[config.mk]
export PLATFORM = sky130hd
export DESIGN_NAME = lsu_mem_master_flat
export DESIGN_NICKNAME = d
export VERILOG_FILES = /design/src/rtl/lsu_mem_master_pkg.sv /design/src/rtl/lsu_mem_master_if.sv /design/src/rtl/lsu_mem_master_align.sv /design/src/rtl/lsu_mem_master.sv /design/src/flat_wrapper.sv
export SDC_FILE = /design/constraint.sdc
export NUM_CORES = 1
export LEC_CHECK = 0
export CAP_MARGIN = 10
export CORE_ASPECT_RATIO = 1.75
export CORE_MARGIN = 8
export CORE_UTILIZATION = 47
export CTS_BUF_LIST = sky130_fd_sc_hd__clkbuf_4 sky130_fd_sc_hd__clkbuf_8
export CTS_CLUSTER_DIAMETER = 30
export DETAILED_ROUTE_END_ITERATION = 8
export HOLD_SLACK_MARGIN = 0.03
export PLACE_DENSITY = 0.88
export SYNTH_ARGS = -nofsm -noshare
export SYNTH_HDL_FRONTEND = slang
export SYNTH_SLANG_ARGS = --single-unit
[constraint.sdc]
create_clock -name clk -period 4.15 [get_ports clk]
set_input_delay 0.6225 -clock clk [delete_from_list [all_inputs] [get_ports clk]]
set_output_delay 0.6225 -clock clk [all_outputs]
set_load 0.03 [all_outputs]
[src/rtl/lsu_mem_master_pkg.sv]
// Shared types for the LSU memory master slice.
//   size_e    : access size encoding as carried on req_size
//   state_e   : master FSM states
//   CNT_W     : width of the access-latency counter (covers MEM_LAT up to 15)
//   size_mask : right-aligned byte-enable pattern for an access size
package lsu_pkg;

  typedef enum logic [1:0] {
    SZ_B   = 2'b00,
    SZ_H   = 2'b01,
    SZ_W   = 2'b10,
    SZ_BAD = 2'b11
  } size_e;

  typedef enum logic [1:0] {
    IDLE   = 2'b00,
    ACCESS = 2'b01,
    RESP   = 2'b10
  } state_e;

  localparam int CNT_W = 4;

  function automatic logic [3:0] size_mask(input size_e s);
    logic [3:0] m;
    case (s)
      SZ_B:    m = 4'b0001;
      SZ_H:    m = 4'b0011;
      SZ_W:    m = 4'b1111;
      default: m = 4'b0000;
    endcase
    return m;
  endfunction

endpackage

[src/rtl/lsu_mem_master_if.sv]
// Bus bundle for lsu_mem_master: the EXU request/response handshake plus
// the memory-controller request port.
// Handshake rule: a transfer happens on a rising edge where valid && ready
// are both 1; the initiator holds its payload stable while valid is high
// and ready is low. The memory side has no ready: mem_valid is held for
// MEM_LAT cycles and mem_rdata is sampled on the last one.
//   master modport : the LSU master (drives req_ready, resp_*, mem_*)
//   slave  modport : the environment (EXU + memory controller)
interface lsu_mem_master_if #(
  parameter int XLEN = 32
);
  logic            req_valid;
  logic            req_ready;
  logic            req_wen;
  logic [1:0]      req_size;
  logic            req_unsigned;
  logic [XLEN-1:0] req_addr;
  logic [XLEN-1:0] req_wdata;
  logic            resp_valid;
  logic            resp_ready;
  logic [XLEN-1:0] resp_rdata;
  logic            resp_err;
  logic            mem_valid;
  logic            mem_wen;
  logic [XLEN-1:0] mem_raddr;
  logic [XLEN-1:0] mem_waddr;
  logic [XLEN-1:0] mem_wdata;
  logic [7:0]      mem_wmask;
  logic [XLEN-1:0] mem_rdata;

  modport master (
    input  req_valid, req_wen, req_size, req_unsigned, req_addr, req_wdata,
    output req_ready,
    output resp_valid, resp_rdata, resp_err,
    input  resp_ready,
    output mem_valid, mem_wen, mem_raddr, mem_waddr, mem_wdata, mem_wmask,
    input  mem_rdata
  );

  modport slave (
    output req_valid, req_wen, req_size, req_unsigned, req_addr, req_wdata,
    input  req_ready,
    input  resp_valid, resp_rdata, resp_err,
    output resp_ready,
    input  mem_valid, mem_wen, mem_raddr, mem_waddr, mem_wdata, mem_wmask,
    output mem_rdata
  );
endinterface

[src/rtl/lsu_mem_master_align.sv]
// Combinational byte-lane alignment for the LSU.
// Store side (from the incoming request):
//   st_off/st_size/st_wdata -> st_wdata_sh (data moved to its byte lane),
//   st_wmask (byte enables, [7:4] always 0), st_err (misaligned or size 11)
// Load side (from the latched request and memory data):
//   ld_rdata/ld_off/ld_size/ld_uns -> ld_data (shifted down, sign/zero extended)
module lsu_align
  import lsu_pkg::*;
#(
  parameter int XLEN = 32
) (
  input  logic [1:0]      st_off,
  input  logic [1:0]      st_size,
  input  logic [XLEN-1:0] st_wdata,
  output logic [XLEN-1:0] st_wdata_sh,
  output logic [7:0]      st_wmask,
  output logic            st_err,
  input  logic [XLEN-1:0] ld_rdata,
  input  logic [1:0]      ld_off,
  input  logic [1:0]      ld_size,
  input  logic            ld_uns,
  output logic [XLEN-1:0] ld_data
);
  logic [3:0]      lane_mask;
  logic [XLEN-1:0] ld_shift;

  always_comb begin
    lane_mask   = size_mask(size_e'(st_size)) << st_off;
    st_wmask    = {4'b0000, lane_mask};
    st_wdata_sh = st_wdata << {st_off, 3'b000};
    case (size_e'(st_size))
      SZ_B:    st_err = 1'b0;
      SZ_H:    st_err = st_off[0];
      SZ_W:    st_err = (st_off != 2'b00);
      default: st_err = 1'b1;
    endcase
  end

  always_comb begin
    ld_shift = ld_rdata >> {ld_off, 3'b000};
    case (size_e'(ld_size))
      SZ_B:    ld_data = ld_uns ? {{(XLEN-8){1'b0}}, ld_shift[7:0]}
                                : {{(XLEN-8){ld_shift[7]}}, ld_shift[7:0]};
      SZ_H:    ld_data = ld_uns ? {{(XLEN-16){1'b0}}, ld_shift[15:0]}
                                : {{(XLEN-16){ld_shift[15]}}, ld_shift[15:0]};
      default: ld_data = ld_shift;
    endcase
  end
endmodule

[src/rtl/lsu_mem_master.sv]
// LSU memory master: takes one load/store from EXU, issues it to the memory
// controller for MEM_LAT cycles, and returns the (extended) load data on a
// response handshake. One access outstanding; FSM IDLE -> ACCESS -> RESP.
// Ports:
//   clk, rst_n : clock, asynchronous active-low reset
//   bus        : lsu_mem_master_if.master (req_*, resp_*, mem_*)
//   dbg_state  : current FSM state
module lsu_mem_master
  import lsu_pkg::*;
#(
  parameter int MEM_LAT = 1,
  parameter int XLEN    = 32
) (
  input  logic                  clk,
  input  logic                  rst_n,
  lsu_mem_master_if.master      bus,
  output state_e                dbg_state
);
  state_e          state, state_n;
  logic [CNT_W-1:0] cnt, cnt_n;

  // Latched request attributes needed after IDLE.
  logic            lat_wen, lat_wen_n;
  logic [1:0]      lat_size, lat_size_n;
  logic            lat_uns, lat_uns_n;
  logic [1:0]      lat_off, lat_off_n;

  // Registered outputs.
  logic            mem_valid_q, mem_valid_n;
  logic            mem_wen_q, mem_wen_n;
  logic [XLEN-1:0] mem_addr_q, mem_addr_n;
  logic [XLEN-1:0] mem_wdata_q, mem_wdata_n;
  logic [7:0]      mem_wmask_q, mem_wmask_n;
  logic            resp_valid_q, resp_valid_n;
  logic [XLEN-1:0] resp_rdata_q, resp_rdata_n;
  logic            resp_err_q, resp_err_n;

  logic [XLEN-1:0] st_wdata_sh;
  logic [7:0]      st_wmask;
  logic            st_err;
  logic [XLEN-1:0] ld_data;

  lsu_align #(.XLEN(XLEN)) u_align (
    .st_off      (bus.req_addr[1:0]),
    .st_size     (bus.req_size),
    .st_wdata    (bus.req_wdata),
    .st_wdata_sh (st_wdata_sh),
    .st_wmask    (st_wmask),
    .st_err      (st_err),
    .ld_rdata    (bus.mem_rdata),
    .ld_off      (lat_off),
    .ld_size     (lat_size),
    .ld_uns      (lat_uns),
    .ld_data     (ld_data)
  );

  always_ff @(posedge clk or negedge rst_n) begin
    if (!rst_n) begin
      state        <= IDLE;
      cnt          <= '0;
      lat_wen      <= 1'b0;
      lat_size     <= 2'b00;
      lat_uns      <= 1'b0;
      lat_off      <= 2'b00;
      mem_valid_q  <= 1'b0;
      mem_wen_q    <= 1'b0;
      mem_addr_q   <= '0;
      mem_wdata_q  <= '0;
      mem_wmask_q  <= '0;
      resp_valid_q <= 1'b0;
      resp_rdata_q <= '0;
      resp_err_q   <= 1'b0;
    end else begin
      state        <= state_n;
      cnt          <= cnt_n;
      lat_wen      <= lat_wen_n;
      lat_size     <= lat_size_n;
      lat_uns      <= lat_uns_n;
      lat_off      <= lat_off_n;
      mem_valid_q  <= mem_valid_n;
      mem_wen_q    <= mem_wen_n;
      mem_addr_q   <= mem_addr_n;
      mem_wdata_q  <= mem_wdata_n;
      mem_wmask_q  <= mem_wmask_n;
      resp_valid_q <= resp_valid_n;
      resp_rdata_q <= resp_rdata_n;
      resp_err_q   <= resp_err_n;
    end
  end

  always_comb begin
    state_n      = state;
    cnt_n        = cnt;
    lat_wen_n    = lat_wen;
    lat_size_n   = lat_size;
    lat_uns_n    = lat_uns;
    lat_off_n    = lat_off;
    mem_valid_n  = mem_valid_q;
    mem_wen_n    = mem_wen_q;
    mem_addr_n   = mem_addr_q;
    mem_wdata_n  = mem_wdata_q;
    mem_wmask_n  = mem_wmask_q;
    resp_valid_n = resp_valid_q;
    resp_rdata_n = resp_rdata_q;
    resp_err_n   = resp_err_q;

    case (state)
      IDLE: begin
        if (bus.req_valid) begin
          lat_wen_n  = bus.req_wen;
          lat_size_n = bus.req_size;
          lat_uns_n  = bus.req_unsigned;
          lat_off_n  = bus.req_addr[1:0];
          if (st_err) begin
            // Bad requests never touch memory; answer straight away.
            state_n      = RESP;
            resp_valid_n = 1'b1;
            resp_err_n   = 1'b1;
            resp_rdata_n = '0;
          end else begin
            state_n     = ACCESS;
            mem_valid_n = 1'b1;
            mem_wen_n   = bus.req_wen;
            mem_addr_n  = {bus.req_addr[XLEN-1:2], 2'b00};
            mem_wdata_n = bus.req_wen ? st_wdata_sh : '0;
            mem_wmask_n = bus.req_wen ? st_wmask : 8'h00;
            cnt_n       = CNT_W'(MEM_LAT - 1);
            resp_err_n  = 1'b0;
          end
        end
      end
      ACCESS: begin
        // wen only in the first ACCESS cycle so a store writes exactly once.
        mem_wen_n = 1'b0;
        if (cnt == '0) begin
          mem_valid_n  = 1'b0;
          state_n      = RESP;
          resp_valid_n = 1'b1;
          resp_rdata_n = lat_wen ? '0 : ld_data;
        end else begin
          cnt_n = cnt - 1'b1;
        end
      end
      RESP: begin
        if (bus.resp_ready) begin
          resp_valid_n = 1'b0;
          state_n      = IDLE;
        end
      end
      default: state_n = IDLE;
    endcase
  end

  assign bus.req_ready  = (state == IDLE);
  assign bus.mem_valid  = mem_valid_q;
  assign bus.mem_wen    = mem_wen_q;
  assign bus.mem_raddr  = mem_addr_q;
  assign bus.mem_waddr  = mem_addr_q;
  assign bus.mem_wdata  = mem_wdata_q;
  assign bus.mem_wmask  = mem_wmask_q;
  assign bus.resp_valid = resp_valid_q;
  assign bus.resp_rdata = resp_rdata_q;
  assign bus.resp_err   = resp_err_q;
  assign dbg_state      = state;
endmodule

[src/flat_wrapper.sv]
// flat-port wrapper written by rule: the top's interface ports become plain ports
module lsu_mem_master_flat import lsu_pkg::*;
#(
  parameter int MEM_LAT = 1,
  parameter int XLEN    = 32
)
  (clk, rst_n, dbg_state, bus_req_valid, bus_req_wen, bus_req_size, bus_req_unsigned, bus_req_addr, bus_req_wdata, bus_req_ready, bus_resp_valid, bus_resp_rdata, bus_resp_err, bus_resp_ready, bus_mem_valid, bus_mem_wen, bus_mem_raddr, bus_mem_waddr, bus_mem_wdata, bus_mem_wmask, bus_mem_rdata);
  lsu_mem_master_if #(.XLEN(XLEN)) bus_i ();
  input  logic clk;
  input  logic rst_n;
  output state_e dbg_state;
  input wire logic [$bits(bus_i.req_valid)-1:0] bus_req_valid;
  input wire logic [$bits(bus_i.req_wen)-1:0] bus_req_wen;
  input wire logic [$bits(bus_i.req_size)-1:0] bus_req_size;
  input wire logic [$bits(bus_i.req_unsigned)-1:0] bus_req_unsigned;
  input wire logic [$bits(bus_i.req_addr)-1:0] bus_req_addr;
  input wire logic [$bits(bus_i.req_wdata)-1:0] bus_req_wdata;
  output wire logic [$bits(bus_i.req_ready)-1:0] bus_req_ready;
  output wire logic [$bits(bus_i.resp_valid)-1:0] bus_resp_valid;
  output wire logic [$bits(bus_i.resp_rdata)-1:0] bus_resp_rdata;
  output wire logic [$bits(bus_i.resp_err)-1:0] bus_resp_err;
  input wire logic [$bits(bus_i.resp_ready)-1:0] bus_resp_ready;
  output wire logic [$bits(bus_i.mem_valid)-1:0] bus_mem_valid;
  output wire logic [$bits(bus_i.mem_wen)-1:0] bus_mem_wen;
  output wire logic [$bits(bus_i.mem_raddr)-1:0] bus_mem_raddr;
  output wire logic [$bits(bus_i.mem_waddr)-1:0] bus_mem_waddr;
  output wire logic [$bits(bus_i.mem_wdata)-1:0] bus_mem_wdata;
  output wire logic [$bits(bus_i.mem_wmask)-1:0] bus_mem_wmask;
  input wire logic [$bits(bus_i.mem_rdata)-1:0] bus_mem_rdata;
  assign bus_i.req_valid = bus_req_valid;
  assign bus_i.req_wen = bus_req_wen;
  assign bus_i.req_size = bus_req_size;
  assign bus_i.req_unsigned = bus_req_unsigned;
  assign bus_i.req_addr = bus_req_addr;
  assign bus_i.req_wdata = bus_req_wdata;
  assign bus_req_ready = bus_i.req_ready;
  assign bus_resp_valid = bus_i.resp_valid;
  assign bus_resp_rdata = bus_i.resp_rdata;
  assign bus_resp_err = bus_i.resp_err;
  assign bus_i.resp_ready = bus_resp_ready;
  assign bus_mem_valid = bus_i.mem_valid;
  assign bus_mem_wen = bus_i.mem_wen;
  assign bus_mem_raddr = bus_i.mem_raddr;
  assign bus_mem_waddr = bus_i.mem_waddr;
  assign bus_mem_wdata = bus_i.mem_wdata;
  assign bus_mem_wmask = bus_i.mem_wmask;
  assign bus_i.mem_rdata = bus_mem_rdata;
  lsu_mem_master #(.MEM_LAT(MEM_LAT), .XLEN(XLEN)) u_core (.clk(clk), .rst_n(rst_n), .bus(bus_i), .dbg_state(dbg_state));
endmodule
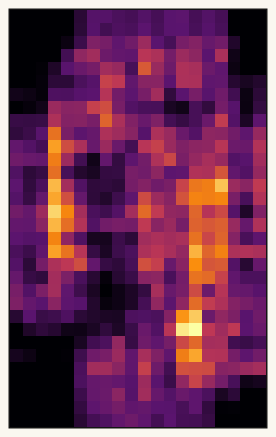
route_heat.png
20 x 32 tiles, from black (low) to pale yellow (high), scaled to the fullest tile. Values are wire area over tile area, all layers added.
nearly empty tiles: 13%
densest ninth of the die: east
fullest tile: 0.70
emptiest ninth of the die: south-west
tiles over half the peak: 12%

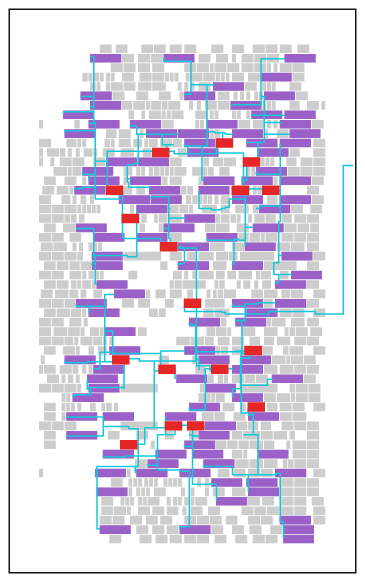
clock_wires.png
[clock wires] cyan | length: 1410 um
[flip-flops] purple | count: 114
[clock-net drivers] red | count: 17
routed clock nets: 18

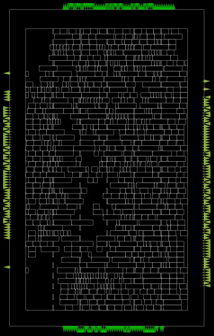
placed.png
fraction of area in registers: 34.03%
Filler cells: 861
Core Region: 11940 um2
Core Rows: 53

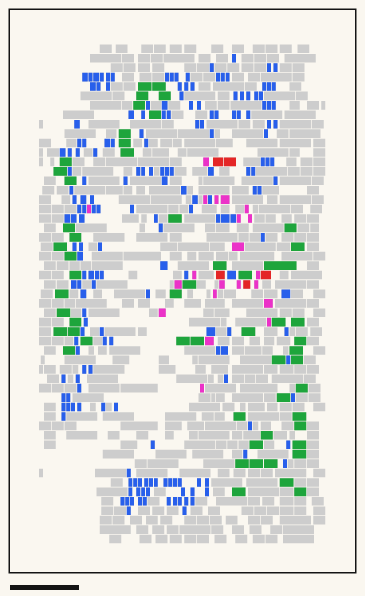
gates.png
Scale bar: 20 um.
[nor cells] magenta | cells: 21 | where: centre
[nand cells] blue | cells: 190
[mux cells] green | cells: 56
[and/or cells] red | cells: 5

stage by stage:
step | util, % | instance area [um2]
2_1_floorplan | - | 5763
6_report | 70.23 | 8383
3_3_place_gp | 66.59 | 7949
5_1_grt | 70.23 | 8383
4_1_cts | 70.23 | 8383
3_5_place_dp | 66.59 | 7949
cells in the mapped netlist (all sizes together):
master	n
or3b	1
nor3b	3
xor2	2
and3b	1
ha	6
o21bai	1
a211oi	2
clkbuf	20
buf	55
o2bb2ai	15
and2b	1
a221oi	7
nand2b	2
o31ai	9
nor3	3
conb	1
nand3b	4
nand2	163
inv	6
a2111oi	1
mux2i	25
nor2b	2
nor2	13
a22o	9
o41ai	1
mux4	1
o21a	3
dfrtp	114
o211ai	8
a221o	16
nand3	21
or2	1
a21boi	1
o21ai	24
a2bb2oi	1
or4b	1
mux2	30
flip-flops by register name, indices dropped and copies added (netlist names), 2 cells and up:
register,count
u_core.lat_size,2
u_core.bus.mem_raddr,30
u_core.bus.mem_wdata,32
u_core.cnt,4
u_core.lat_off,2
u_core.bus.resp_rdata,32
u_core.dbg_state,2
u_core.bus.mem_wmask,4
per-layer routing:
layer,GRT usage (%),wire (um),share of wire (%)
met1,23.58,6628,35
met5,0,0,0
met3,6.344,1373,7.2
met2,42.34,10110,53
met4,12.19,841,4.4
power groups by stage:
stage | clock network, mW | registers [mW] | logic (mW)
2_1_floorplan | 0 | 2.62 | 1.46
3_3_place_gp | 0 | 1.94 | 3.44
3_5_place_dp | 0 | 1.97 | 3.52
4_1_cts | 1.15 | 1.96 | 3.53
5_1_grt | 1.20 | 2.02 | 3.68
6_report | 1.13 | 1.96 | 3.50
final timing paths:
kind	slack (ns)	cells after the start	end	startpoint
worst min-delay path	0.24	1	u_core.bus.resp_rdata[31]	rst_n
min in group clk	0.48	2	u_core.bus.mem_wdata[18]	u_core.bus.mem_wdata[18]
worst max-delay path	1.26	8	u_core.bus.mem_wdata[22]	bus_req_size[0]
worst min register to register	0.48	2	u_core.bus.mem_wdata[18]	u_core.bus.mem_wdata[18]
max in group asynchronous	3.00	2	u_core.bus.resp_rdata[17]	rst_n
worst max register to register	1.47	4	u_core.bus.resp_rdata[28]	u_core.lat_off[1]
critical path, delay by kind of cell:
kind | cells | cell delay, ns
simple gates | 2 | 0.24
compound gates | 2 | 1.06
buf+inv | 3 | 1.08
fa+ha+maj | 1 | 0.22
area by class of cell:
class                   instances  area [um2]  area share (%)
clock buffers                  18       247.7           2.955
clock inverters                13       186.4           2.224
multi-input cells             386        2447           29.19
inverters                       6       22.52          0.2687
well taps                     137       171.4           2.045
flip-flops and latches        114        2853           34.03
repair buffers                248        2455           29.28
logic make-up (layout without fill, tap and decap cells):
logic type,count (synthesis),after routing,synth area share [%]
fa+ha+maj,6,6,1.309
flops,114,114,49.73
buf+inv,81,285,8.288
xor+xnor,2,2,0.3054
compound gates,98,98,13.83
other cells,1,8,0.06537
simple gates,216,216,15.77
mux,56,56,10.71
==> results.sh <==
# implementation run metrics
export IMPL_lay_top_count="clkdlybuf4s50_1"
export IMPL_fp_dieArea_um2=16140
export IMPL_antenna_left=0
export IMPL_floorplanUtilization_pct=48.06
export IMPL_clkPwrFrac_pct=17.1
export IMPL_max_cap_violations=0
export IMPL_combPwrFrac_pct=53.1
export IMPL_yosysChipArea_um2=5737
export IMPL_numCtsBuffers=17
export IMPL_power_leakage_nw=3.757
export IMPL_p_sw_share_pct=44.27
export IMPL_tns_ns=0
export IMPL_seq_power_share_pct=29.8
export IMPL_grt_overflow=0
export IMPL_cts_hold_buf=0
export IMPL_crit_arrival_ns=3.24
export IMPL_clock_fmax_mhz=346.3
export IMPL_antenna_found_initial=0
export IMPL_p_int_mw=3.673
export IMPL_first_pass_iters=4
export IMPL_hold_slack_ns=0.2358
export IMPL_required_ns=4.51
export IMPL_lay_top_cells="clkdlybuf4s50_1, nand2_1, dfrtp_1"
export IMPL_cts_buffer_depth=2
export IMPL_placed_cells=891
export IMPL_grt_max_degree=53
export IMPL_yosysSeqAreaShare_pct=49.73
export IMPL_drc=0
export IMPL_worstSetupPathType="in -> reg"
export IMPL_synthTopCellsByArea="dfrtp_1, nand2_1, mux2_2"
export IMPL_cts_tree="built"
export IMPL_min_period_over_period_pct=69.59
export IMPL_largest_area_cell="dfrtp_1"
export IMPL_finalNonFillerCells=922
export IMPL_syn2layout_area_growth_pct=46.13
export IMPL_rsz0062_at_grt="false"
export IMPL_synth_cell_type_count=43
export IMPL_vias_per_cell=5.566
export IMPL_finalNetCount=883
export IMPL_worstMarginPinSlew_ns=0.9364
export IMPL_yosysCellCount=574
export IMPL_die_w_um=99.52
export IMPL_critPathLaunchType="input pin"
export IMPL_avgSynthCellArea_um2=9.994
export IMPL_grt_pass1_vias=5533
export IMPL_setup_viol=0
export IMPL_dr_total_vias=5132
export IMPL_max_stage_delay_ns=0.57
export IMPL_p_sw_mw=2.918
export IMPL_finalClockSkew_ns=0.01293
export IMPL_cts_setup_buffers=0
export IMPL_power_density_nw_per_um2=786.3
export IMPL_top_area_share_pct=49.73
export IMPL_hpwl_um=14590
export IMPL_hold_viol_final=0
export IMPL_die_h_um=162.2
export IMPL_outcome="finished clean"
export IMPL_cts_max_level=4
export IMPL_clock_sinks=114
export IMPL_yosys_warnings=0
export IMPL_wl_per_cell_um=20.55
export IMPL_track_usage_pct=23.35
export IMPL_hold_class="in -> async"
export IMPL_ctsResizeCount=0
export IMPL_grt_pass1_wl_um=29530
export IMPL_slowest_stage="clkdlybuf4s50_1"
export IMPL_openroad_warnings=31
export IMPL_drt_iter0_markers=334
export IMPL_drive_gt1_share_pct=11.34
export IMPL_dp_slack_ns=0.8510
export IMPL_gp_congestion=0.8555
export IMPL_critPathMaxFanout=33
export IMPL_relSlewSlack_pct=37.57
export IMPL_setup_slack_ns=1.262
Power is estimated from default activity; no workload was simulated.
